===== src/rtl/reset_req_pkg.sv =====
// Shared constants and state encoding for the reset-request initiator.
package reset_req_pkg;

    localparam logic [31:0] RESET_WORD_DEFAULT = 32'h5555_5555;
    localparam int          TIMER_W            = 16;

    // One-hot states; any other pattern is treated as corrupted and recovered through CLEAR.
    typedef enum logic [3:0] {
        ST_IDLE    = 4'b0001,
        ST_ASSERT  = 4'b0010,
        ST_RELEASE = 4'b0100,
        ST_CLEAR   = 4'b1000
    } state_t;

    function automatic logic word_active(input state_t s);
        return (s == ST_ASSERT) || (s == ST_RELEASE);
    endfunction

endpackage


===== src/rtl/reset_req_timer.sv =====
// Wait-cycle counter: synchronous clear, count enable, expire flag when count == limit-1.
module reset_req_timer
    import reset_req_pkg::*;
(
    input  logic               clk,
    input  logic               reset,
    input  logic               i_clear,
    input  logic               i_enable,
    input  logic [TIMER_W-1:0] i_limit,
    output logic               o_expire,
    output logic [TIMER_W-1:0] o_count_next
);

    logic [TIMER_W-1:0] r_count;
    logic [TIMER_W-1:0] w_count_next;

    always_comb begin
        w_count_next = r_count;
        if (i_clear) begin
            w_count_next = '0;
        end else if (i_enable) begin
            w_count_next = r_count + TIMER_W'(1);
        end
    end

    always_ff @(posedge clk) begin
        if (reset) begin
            r_count <= '0;
        end else begin
            r_count <= w_count_next;
        end
    end

    assign o_expire     = (r_count == (i_limit - TIMER_W'(1)));
    assign o_count_next = w_count_next;

endmodule


===== src/rtl/reset_requester.sv =====
// Drives the magic reset-request word, waits for the looped-back reset pulse, then clears it.
// Must sit outside the reset it requests. Optional timeout retries: define RESET_REQ_RETRY_EN.
module reset_requester
    import reset_req_pkg::*;
#(
    parameter logic [31:0] RESET_WORD   = RESET_WORD_DEFAULT,
    parameter int          TIMEOUT      = 64,
    parameter int          CLEAR_CYCLES = 2,
    parameter int          MAX_RETRIES  = 2
) (
    input  logic        clk,
    input  logic        reset,
    input  logic        reqStart,
    input  logic        resetObserved,
    output logic [31:0] resetRequestWord,
    output logic        busy,
    output logic        done,
    output logic        timeoutErr
);

    localparam logic [TIMER_W-1:0] TIMEOUT_LIMIT = TIMER_W'(TIMEOUT);
    localparam logic [TIMER_W-1:0] CLEAR_LIMIT   = TIMER_W'(CLEAR_CYCLES);
    localparam logic [TIMER_W-1:0] CLEAR_LAST    = TIMER_W'(CLEAR_CYCLES - 1);

    state_t             r_state;
    state_t             w_state_next;
    logic [31:0]        r_word;
    logic [31:0]        w_word_next;
    logic               r_busy;
    logic               w_busy_next;
    logic               r_done;
    logic               w_done_next;
    logic               r_timeout_err;
    logic               w_timeout_err_next;
    logic               r_aborted;
    logic               w_aborted_next;

    logic               w_accept;
    logic               w_abort;
    logic               w_enter_clear;
    logic               w_last_clear_next;
    logic               w_retry_avail;
    logic               w_retry_pending;
    logic               w_retry_next;

    logic               w_tmr_clear;
    logic               w_tmr_enable;
    logic [TIMER_W-1:0] w_tmr_limit;
    logic               w_tmr_expire;
    logic [TIMER_W-1:0] w_tmr_count_next;

    assign w_accept     = (r_state == ST_IDLE) && reqStart;
    assign w_tmr_clear  = (w_state_next != r_state);
    assign w_tmr_enable = (r_state != ST_IDLE);
    assign w_tmr_limit  = (r_state == ST_CLEAR) ? CLEAR_LIMIT : TIMEOUT_LIMIT;

    reset_req_timer u_timer (
        .clk          (clk),
        .reset        (reset),
        .i_clear      (w_tmr_clear),
        .i_enable     (w_tmr_enable),
        .i_limit      (w_tmr_limit),
        .o_expire     (w_tmr_expire),
        .o_count_next (w_tmr_count_next)
    );

    // Next-state: the protocol response always takes priority over a timer expiring in the same cycle.
    always_comb begin
        w_state_next = r_state;
        w_abort      = 1'b0;
        case (r_state)
            ST_IDLE: begin
                if (reqStart) begin
                    w_state_next = ST_ASSERT;
                end
            end
            ST_ASSERT: begin
                if (resetObserved) begin
                    w_state_next = ST_RELEASE;
                end else if (w_tmr_expire) begin
                    w_state_next = ST_CLEAR;
                    w_abort      = 1'b1;
                end
            end
            ST_RELEASE: begin
                if (!resetObserved) begin
                    w_state_next = ST_CLEAR;
                end else if (w_tmr_expire) begin
                    w_state_next = ST_CLEAR;
                    w_abort      = 1'b1;
                end
            end
            ST_CLEAR: begin
                if (w_tmr_expire) begin
                    w_state_next = w_retry_pending ? ST_ASSERT : ST_IDLE;
                end
            end
            default: begin
                w_state_next = ST_CLEAR;
                w_abort      = 1'b1;
            end
        endcase
    end

    // Outputs are precomputed from the next state so that done/timeoutErr land in the final CLEAR cycle.
    always_comb begin
        w_enter_clear      = (w_state_next == ST_CLEAR) && (r_state != ST_CLEAR);
        w_retry_next       = w_enter_clear ? (w_abort && w_retry_avail) : w_retry_pending;
        w_aborted_next     = w_enter_clear ? (w_abort && !w_retry_avail) : r_aborted;
        w_last_clear_next  = (w_state_next == ST_CLEAR) && (w_tmr_count_next == CLEAR_LAST);
        w_word_next        = word_active(w_state_next) ? RESET_WORD : 32'h0;
        w_busy_next        = (w_state_next != ST_IDLE);
        w_done_next        = w_last_clear_next && !w_aborted_next && !w_retry_next;
        w_timeout_err_next = r_timeout_err;
        if (w_accept) begin
            w_timeout_err_next = 1'b0;
        end else if (w_last_clear_next && w_aborted_next) begin
            w_timeout_err_next = 1'b1;
        end
    end

    always_ff @(posedge clk) begin
        if (reset) begin
            r_state       <= ST_IDLE;
            r_word        <= 32'h0;
            r_busy        <= 1'b0;
            r_done        <= 1'b0;
            r_timeout_err <= 1'b0;
            r_aborted     <= 1'b0;
        end else begin
            r_state       <= w_state_next;
            r_word        <= w_word_next;
            r_busy        <= w_busy_next;
            r_done        <= w_done_next;
            r_timeout_err <= w_timeout_err_next;
            r_aborted     <= w_aborted_next;
        end
    end

`ifdef RESET_REQ_RETRY_EN
    localparam logic [TIMER_W-1:0] RETRY_LIMIT = TIMER_W'(MAX_RETRIES);

    logic [TIMER_W-1:0] r_retry_cnt;
    logic               r_retry_pending;

    assign w_retry_avail   = (r_retry_cnt < RETRY_LIMIT);
    assign w_retry_pending = r_retry_pending;

    always_ff @(posedge clk) begin
        if (reset) begin
            r_retry_cnt     <= '0;
            r_retry_pending <= 1'b0;
        end else begin
            if (w_accept) begin
                r_retry_cnt <= '0;
            end else if (w_enter_clear && w_abort && w_retry_avail) begin
                r_retry_cnt <= r_retry_cnt + TIMER_W'(1);
            end
            r_retry_pending <= w_retry_next;
        end
    end
`else
    logic w_unused_retry_cfg;

    assign w_retry_avail      = 1'b0;
    assign w_retry_pending    = 1'b0;
    assign w_unused_retry_cfg = (MAX_RETRIES < 0);
`endif

    assign resetRequestWord = r_word;
    assign busy             = r_busy;
    assign done             = r_done;
    assign timeoutErr       = r_timeout_err;

endmodule


===== config.mk =====
export PLATFORM = sky130hd
export DESIGN_NAME = reset_requester
export DESIGN_NICKNAME = d
export VERILOG_FILES = /design/src/rtl/reset_req_pkg.sv /design/src/rtl/reset_req_timer.sv /design/src/rtl/reset_requester.sv
export SDC_FILE = /design/constraint.sdc
export NUM_CORES = 1
export LEC_CHECK = 0
export ABC_AREA = 1
export CAP_MARGIN = 40
export CORE_ASPECT_RATIO = 1.4
export CORE_UTILIZATION = 55
export CTS_CLUSTER_SIZE = 25
export DETAILED_ROUTE_END_ITERATION = 12
export PLACE_DENSITY = 0.94
export SLEW_MARGIN = 0
export SYNTH_ARGS = -nofsm -noshare
export SYNTH_HDL_FRONTEND = slang
export SYNTH_SLANG_ARGS = --single-unit

===== constraint.sdc =====
create_clock -name clk -period 3.6 [get_ports clk]
set_clock_uncertainty 0.05 [all_clocks]
set_input_delay 0.54 -clock clk [delete_from_list [all_inputs] [get_ports clk]]
set_output_delay 0.54 -clock clk [all_outputs]
set_load 0.02 [all_outputs]

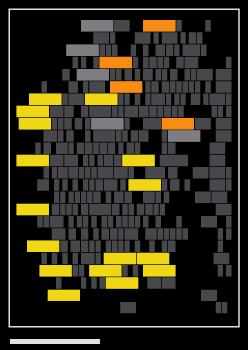
**Above:** run 1 (sequential cells grouped by signal name).
Scale bar: 20 um.
- r_state: orange (flops 4; where top center)
- u_timer.r_count: yellow (flops 16)
- not colored: 5

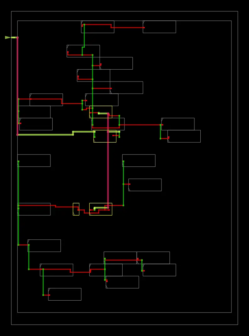
**Above:** run 1 (clock routing).
flip-flops: 25
Sink Count: 25
clkbuf count: 4
Clock Latency Late Sink: 0.27 ns
Clock Power: 165 uW

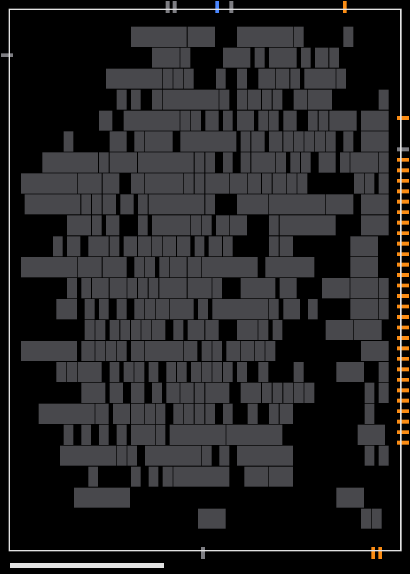
**Above:** run 1 (I/O pins on the die edge).
Scale bar: 20 um. Pins as bars across the die edge, other pins in gray.
- busy: blue (pins 1; direction output; edge top)
- resetRequestWord: orange (pins 32; direction output; edge 29 right, 2 bottom, 1 top)
- all pins by edge: 30 right, 5 top, 3 bottom, 1 left

==> CHANGELOG.md, run 1 <==
### Physical design

* Tapcells at 39
* Pwr per Cell Area at ~340 mW/mm2
* Biggest area cells: dfxtp_1, nand2_1, buf_4
* Log Warnings at 26
* R2R depth at 17
* Die Size at 0.00355 mm2
* I/O Pins at 39
* M3 GR Usage at 2.40%
* Final Non-Filler Cells at 326
* Gp weighted congestion at 0.924
* Final wirelength at 3880 um
* Leakage at ~0.93 nW
* Area leader, netlist: dfxtp_1
* Setup crit end kind: flip-flop
* Number of non-clock buffers in the layout at 22
* Worst Setup SP: u_timer.r_count[6]$_SDFF_PP0_
* H-Tree Depth at 1
* DRT iter0 DRCs at 95
* CP startpoint kind: flip-flop
* Chip area in the Yosys report at 0.00182 mm2
* Met3 wire length at 234 um
* Yosys xor share at 5.77%
* Remaining routing DRC violations at 0
* Area share, top type at 27.5%
* Syn. warnings at 0
* Critical path buffers and inverters at 2
* Seq area share at roughly a quarter
* Data buffer area share at 11.4%
* Filler Cell Count at 282
* Post-Syn Instances at 281
* Ys async rst share at 0%
* Detailed Place HPWL at 2930 um
* Per-cell routed wire length at 11.9 um
* RSZ-0062 raised after global routing: no
* Pre-Repair DR Iteration Count at 4
* Critical Path RT at approximately 3.8 ns
* Met2 WL post-DR at 1950 um
* Placed Area at 0.00189 mm2
* Worst hold slack at ~0.44 ns
* Post-DRT Antenna Nets at 0
* Flops out of synthesis at 25
* Nets at 293
* Top cell category: multi-input combinational cells
* Hold buffers post-CTS at 0
* Outcome: completed
* Fin. Hold Viols at 0
* CP dominant cell by count: nand2_1
* Met2 Use GR at 43.1%
[run 1: worst min path at each step]
stage	endpoint	slack (ns)	depth (start not counted)
global route	timeoutErr$_SDFFE_PP0P_	0.45	2
floorplan	timeoutErr$_SDFFE_PP0P_	0.47	2
finish	timeoutErr$_SDFFE_PP0P_	0.44	2
global placement	timeoutErr$_SDFFE_PP0P_	0.41	2
detailed placement	timeoutErr$_SDFFE_PP0P_	0.40	2
CTS	timeoutErr$_SDFFE_PP0P_	0.43	2
[run 1: power by group]
group	switching, mW	total [mW]	internal [mW]
Combinational	0.135	0.203	0.0684
Clock	0.0862	0.165	0.0792
Sequential	0.0114	0.299	0.287
Total	0.232	0.667	0.435
==> run 1 -> run 2 <==
--- a/config.mk
+++ b/config.mk
@@ -8,10 +8,10 @@
 export ABC_AREA = 1
 export CAP_MARGIN = 40
 export CORE_ASPECT_RATIO = 1.4
-export CORE_UTILIZATION = 55
+export CORE_UTILIZATION = 46
 export CTS_CLUSTER_SIZE = 25
 export DETAILED_ROUTE_END_ITERATION = 12
-export PLACE_DENSITY = 0.94
+export PLACE_DENSITY = 0.85
 export SLEW_MARGIN = 0
 export SYNTH_ARGS = -nofsm -noshare
 export SYNTH_HDL_FRONTEND = slang
==> constraint.sdc (replaced) <==
create_clock -name clk -period 2.3 [get_ports clk]
set_clock_uncertainty 0.05 [all_clocks]
set_input_delay 0.345 -clock clk [delete_from_list [all_inputs] [get_ports clk]]
set_output_delay 0.345 -clock clk [all_outputs]
set_load 0.02 [all_outputs]
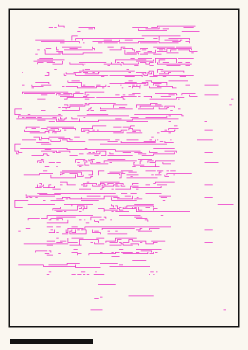
**Above:** run 2 (signal wires on met1).
Scale bar: 20 um.
- nets with wire on the layer: 273
- main direction: horizontal
- wire length on this layer: 1720 um
- longest straight run: 20.7 um

==> run 2 against run 1 <==
Via count is 11% higher. Critical path depth fell by 1. Combinational power rose by 110%. Highest routed layer unchanged. Die size increased by 19%. Hold slack got worse by 0.016 ns. Non-clock buffer count grew 21. Final cell count rose by 7.4%. Core utilization down 0.51 points. Synthesized cell count stayed put. Flip-flop count is the same.
==> CHANGELOG.md, run 2 <==
### Physical design

* Outcome: completed
* Worst hold slack at 0.423 ns (-0.0160 ns)
* Die Size at 0.00422 mm2 (+19%)
* Syn. warnings at 0 (unchanged)
* Placed Area at 0.00199 mm2 (+5.2%)
* Ys async rst share at 0% (unchanged)
* Hold buffers post-CTS at 0 (unchanged)
* Clock Latency Late Sink at 0.27 ns (about the same)
* Chip area in the Yosys report at 0.00182 mm2 (unchanged)
* Worst Setup SP: u_timer.r_count[0]$_SDFF_PP0_
* DRT iter0 DRCs at 89 (-6.3%)
* R2R depth at 16 (-1)
* Detailed Place HPWL at 3370 um (+15%)
* Met3 wire length at 249 um (+6.4%)
* Fa+ha+maj area frac at 0.686%
* Met2 WL post-DR at 2650 um (+36%)
* Critical Path RT at 2.46 ns (-1.29 ns)
* Filler Cell Count at 327 (+16%)
* Leakage at 1.09 nW (+17%)
* Post-DRT Antenna Nets at 0 (unchanged)
* Area leader, netlist: dfxtp_1
* Pre-Repair DR Iteration Count at 4 (unchanged)
* Area share, top type at 27.5% (unchanged)
* Worst slack, placed at between 0.03 and 0.04 ns
* I/O Pins at 39 (unchanged)
* Hold Path Sink: timeoutErr$_SDFFE_PP0P_
* Setup crit end kind: flip-flop
* Fin. Hold Viols at 0 (unchanged)
* Final wirelength at 4850 um (+25%)
* Sink Count at 25 (unchanged)
* Met2 Use GR at 38.8% (-4.3 points)
* Gp weighted congestion at 0.926 (+0.24%)
* Log Warnings at 27 (+3.8%)
* Post-Syn Instances at 281 (unchanged)
* Flops out of synthesis at 25 (unchanged)
* Remaining routing DRC violations at 0 (unchanged)
* Worst Hold Depth at 2 (unchanged)
* CP startpoint kind: flip-flop
* Yosys xor share at 5.77% (unchanged)
* Count of cell types in the netlist at 35
* Biggest area cells: dfxtp_1, nand2_1, buf_4
[run 2: cell count changes in the layout (fill, tap and decap cells not counted), sizes merged]
cell / previous run / this run
buf: 0 / 21
[run 2: where the power goes]
group | switching (mW) | internal, mW | leakage, nW | total [mW]
Sequential | 0.0217 | 0.446 | 0.211 | 0.467
Combinational | 0.251 | 0.172 | 0.858 | 0.423
Clock | 0.141 | 0.124 | 0.0228 | 0.266
Total | 0.414 | 0.742 | 1.09 | 1.16
[run 2: layout make-up]
class / count / share of cell area (%)
well taps: 42 / 2.30
flip-flops and latches: 25 / 23.5
multi-input cells: 196 / 48.1
inverters: 40 / 7.02
clock buffers: 4 / 1.97
repair buffers: 43 / 17.1
[run 2: timing repair]
item                       CTS  global route
setup endpoints to repair    0             3
gates resized                0            67
setup buffers                0            10
==> run 2 -> run 3 <==
--- a/config.mk
+++ b/config.mk
@@ -6,12 +6,13 @@
 export NUM_CORES = 1
 export LEC_CHECK = 0
 export ABC_AREA = 1
+export ABC_CLOCK_PERIOD_IN_PS = 2800
 export CAP_MARGIN = 40
 export CORE_ASPECT_RATIO = 1.4
-export CORE_UTILIZATION = 46
+export CORE_UTILIZATION = 55
 export CTS_CLUSTER_SIZE = 25
 export DETAILED_ROUTE_END_ITERATION = 12
-export PLACE_DENSITY = 0.85
+export PLACE_DENSITY = 0.94
 export SLEW_MARGIN = 0
 export SYNTH_ARGS = -nofsm -noshare
 export SYNTH_HDL_FRONTEND = slang
==> constraint.sdc (replaced) <==
create_clock -name clk -period 2.8 [get_ports clk]
set_clock_uncertainty 0.05 [all_clocks]
set_input_delay 0.42 -clock clk [delete_from_list [all_inputs] [get_ports clk]]
set_output_delay 0.42 -clock clk [all_outputs]
set_load 0.02 [all_outputs]
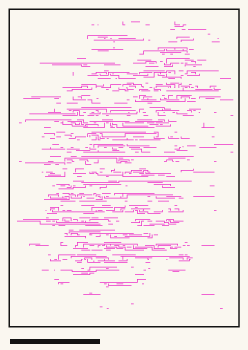
**Above:** run 3 (signal wires on met1).
Scale bar: 20 um.
- main direction: horizontal
- longest straight run: 24.8 um
- nets with wire on the layer: 254
routed vias: 1715
final wirelength: 3770 um
met1 Use GR: 23.1%

==> run 3 against run 2 <==
Hold slack improved by 0.049 ns. First-iteration DRC count increased by 10%. Sequential share of layout area increased by 2.0 points. Register-to-register slack improved by 0.14 ns. Die size decreased by 16%. Synthesized area unchanged. Critical path depth unchanged. Combinational power decreased by 36%.
==> CHANGELOG.md, run 3 <==
### Physical design

* Outcome: completed
* Post-CTS Setup Inserts at 0 (unchanged)
* Chip area in the Yosys report at 0.00182 mm2 (unchanged)
* Power consumed by sequential cells at 384 uW (-18%)
* Ys async rst share at 0% (unchanged)
* Die Size at 0.00355 mm2 (-16%)
* Worst hold slack at 0.472 ns (+0.0492 ns)
* Gp weighted congestion at 0.938 (+1.3%)
* Post-DRT Antenna Nets at 0 (unchanged)
* Log Warnings at 26 (-3.7%)
* Remaining routing DRC violations at 0 (unchanged)
* DRT iter0 DRCs at 98 (+10%)
* Pre-Repair DR Iteration Count at 4 (unchanged)
* Filler Cell Count at 280 (-14%)
* Flops out of synthesis at 25 (unchanged)
* Clock Latency Late Sink at 0.28 ns (about the same)
* Leakage at 0.941 nW (-14%)
* Placed Area at 0.00191 mm2 (-4.2%)
* Hold Path Sink: timeoutErr$_SDFFE_PP0P_
* Combinational power share at 30.7% (-5.9 points)
* Net Switching at 317 uW (-24%)
* Area leader, netlist: dfxtp_1
* Worst slack, placed at 0.177 ns (+0.147 ns)
* Switching Share at 36.0% (+0.11 points)
* Biggest area cells: dfxtp_1, nand2_1, buf_4
* Reg power frac at 43.6% (+3.2 points)
* R2R depth at 16 (unchanged)
* Worst Setup SP: u_timer.r_count[0]$_SDFF_PP0_
* Clock Power at 227 uW (-15%)
* CP startpoint kind: flip-flop
* Comb. pwr at 270 uW (-36%)
* Sink Count at 25 (unchanged)
* Int Power at 564 uW (-24%)
* Count of cell types in the netlist at 35 (unchanged)
* Clock network power share at 25.7% (+2.7 points)
* Largest Pwr Group: sequential cells
* Syn. warnings at 0 (unchanged)
* Fin. Hold Viols at 0 (unchanged)
* Worst Hold Depth at 2 (unchanged)
* Area share, top type at 27.5% (unchanged)
* Hold buffers post-CTS at 0 (unchanged)
run 3: cell counts after synthesis:
Identical to the previous run, type by type.
run 3: logic make-up after synthesis:
kind of cell / share of synthesized area, %
compound gates: 6.86
xor+xnor: 5.77
fa+ha+maj: 0.686
buf+inv: 22.3
flops: 27.5
other cells: 0.206
simple gates: 36.7
run 3: layer usage:
metal	share of wire, %	wire, um	up-vias	global-route usage, %
met5	0	0	-	0
met4	2.8	106	0	12.0
met3	6.7	252	11	1.96
met2	51	1940	91	41.6
met1	39	1480	764	23.1
li1	-	-	849	-
run 3: final cells by class:
type	instances	share of cell area [%]
Clock inverter	1	0.383
Sequential cell	25	25.5
Multi-Input combinational cell	197	49.9
Tap cell	39	2.49
Timing Repair Buffer	24	12.0
Clock buffer	3	2.10
Inverter	40	7.65

==> gallery <==
Wire density map.
image #1
Scale bar: 20 um. 10 x 14 tiles, from dark blue (low) to red (high), scaled to the fullest tile. Values are wire area over tile area, all layers added.
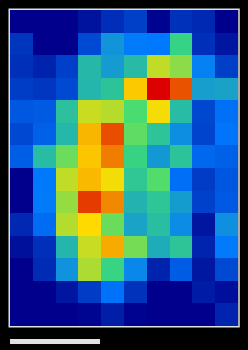
image #2
Scale bar: 20 um. 10 x 14 tiles, from dark blue (low) to red (high), scaled to the fullest tile. Values are wire area over tile area, all layers added.
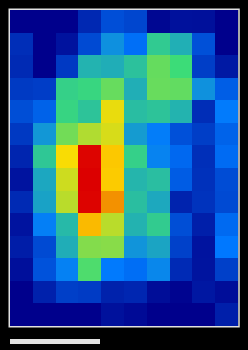
image #3
Scale bar: 20 um. 11 x 15 tiles, from dark blue (low) to red (high), scaled to the fullest tile. Values are wire area over tile area, all layers added.
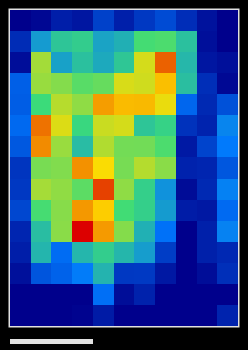
- largest die: image #3
Image #1 comes from run 3.
Image #3 comes from run 2.
Image #2 comes from run 1.

Power is estimated from default activity; no workload was simulated.
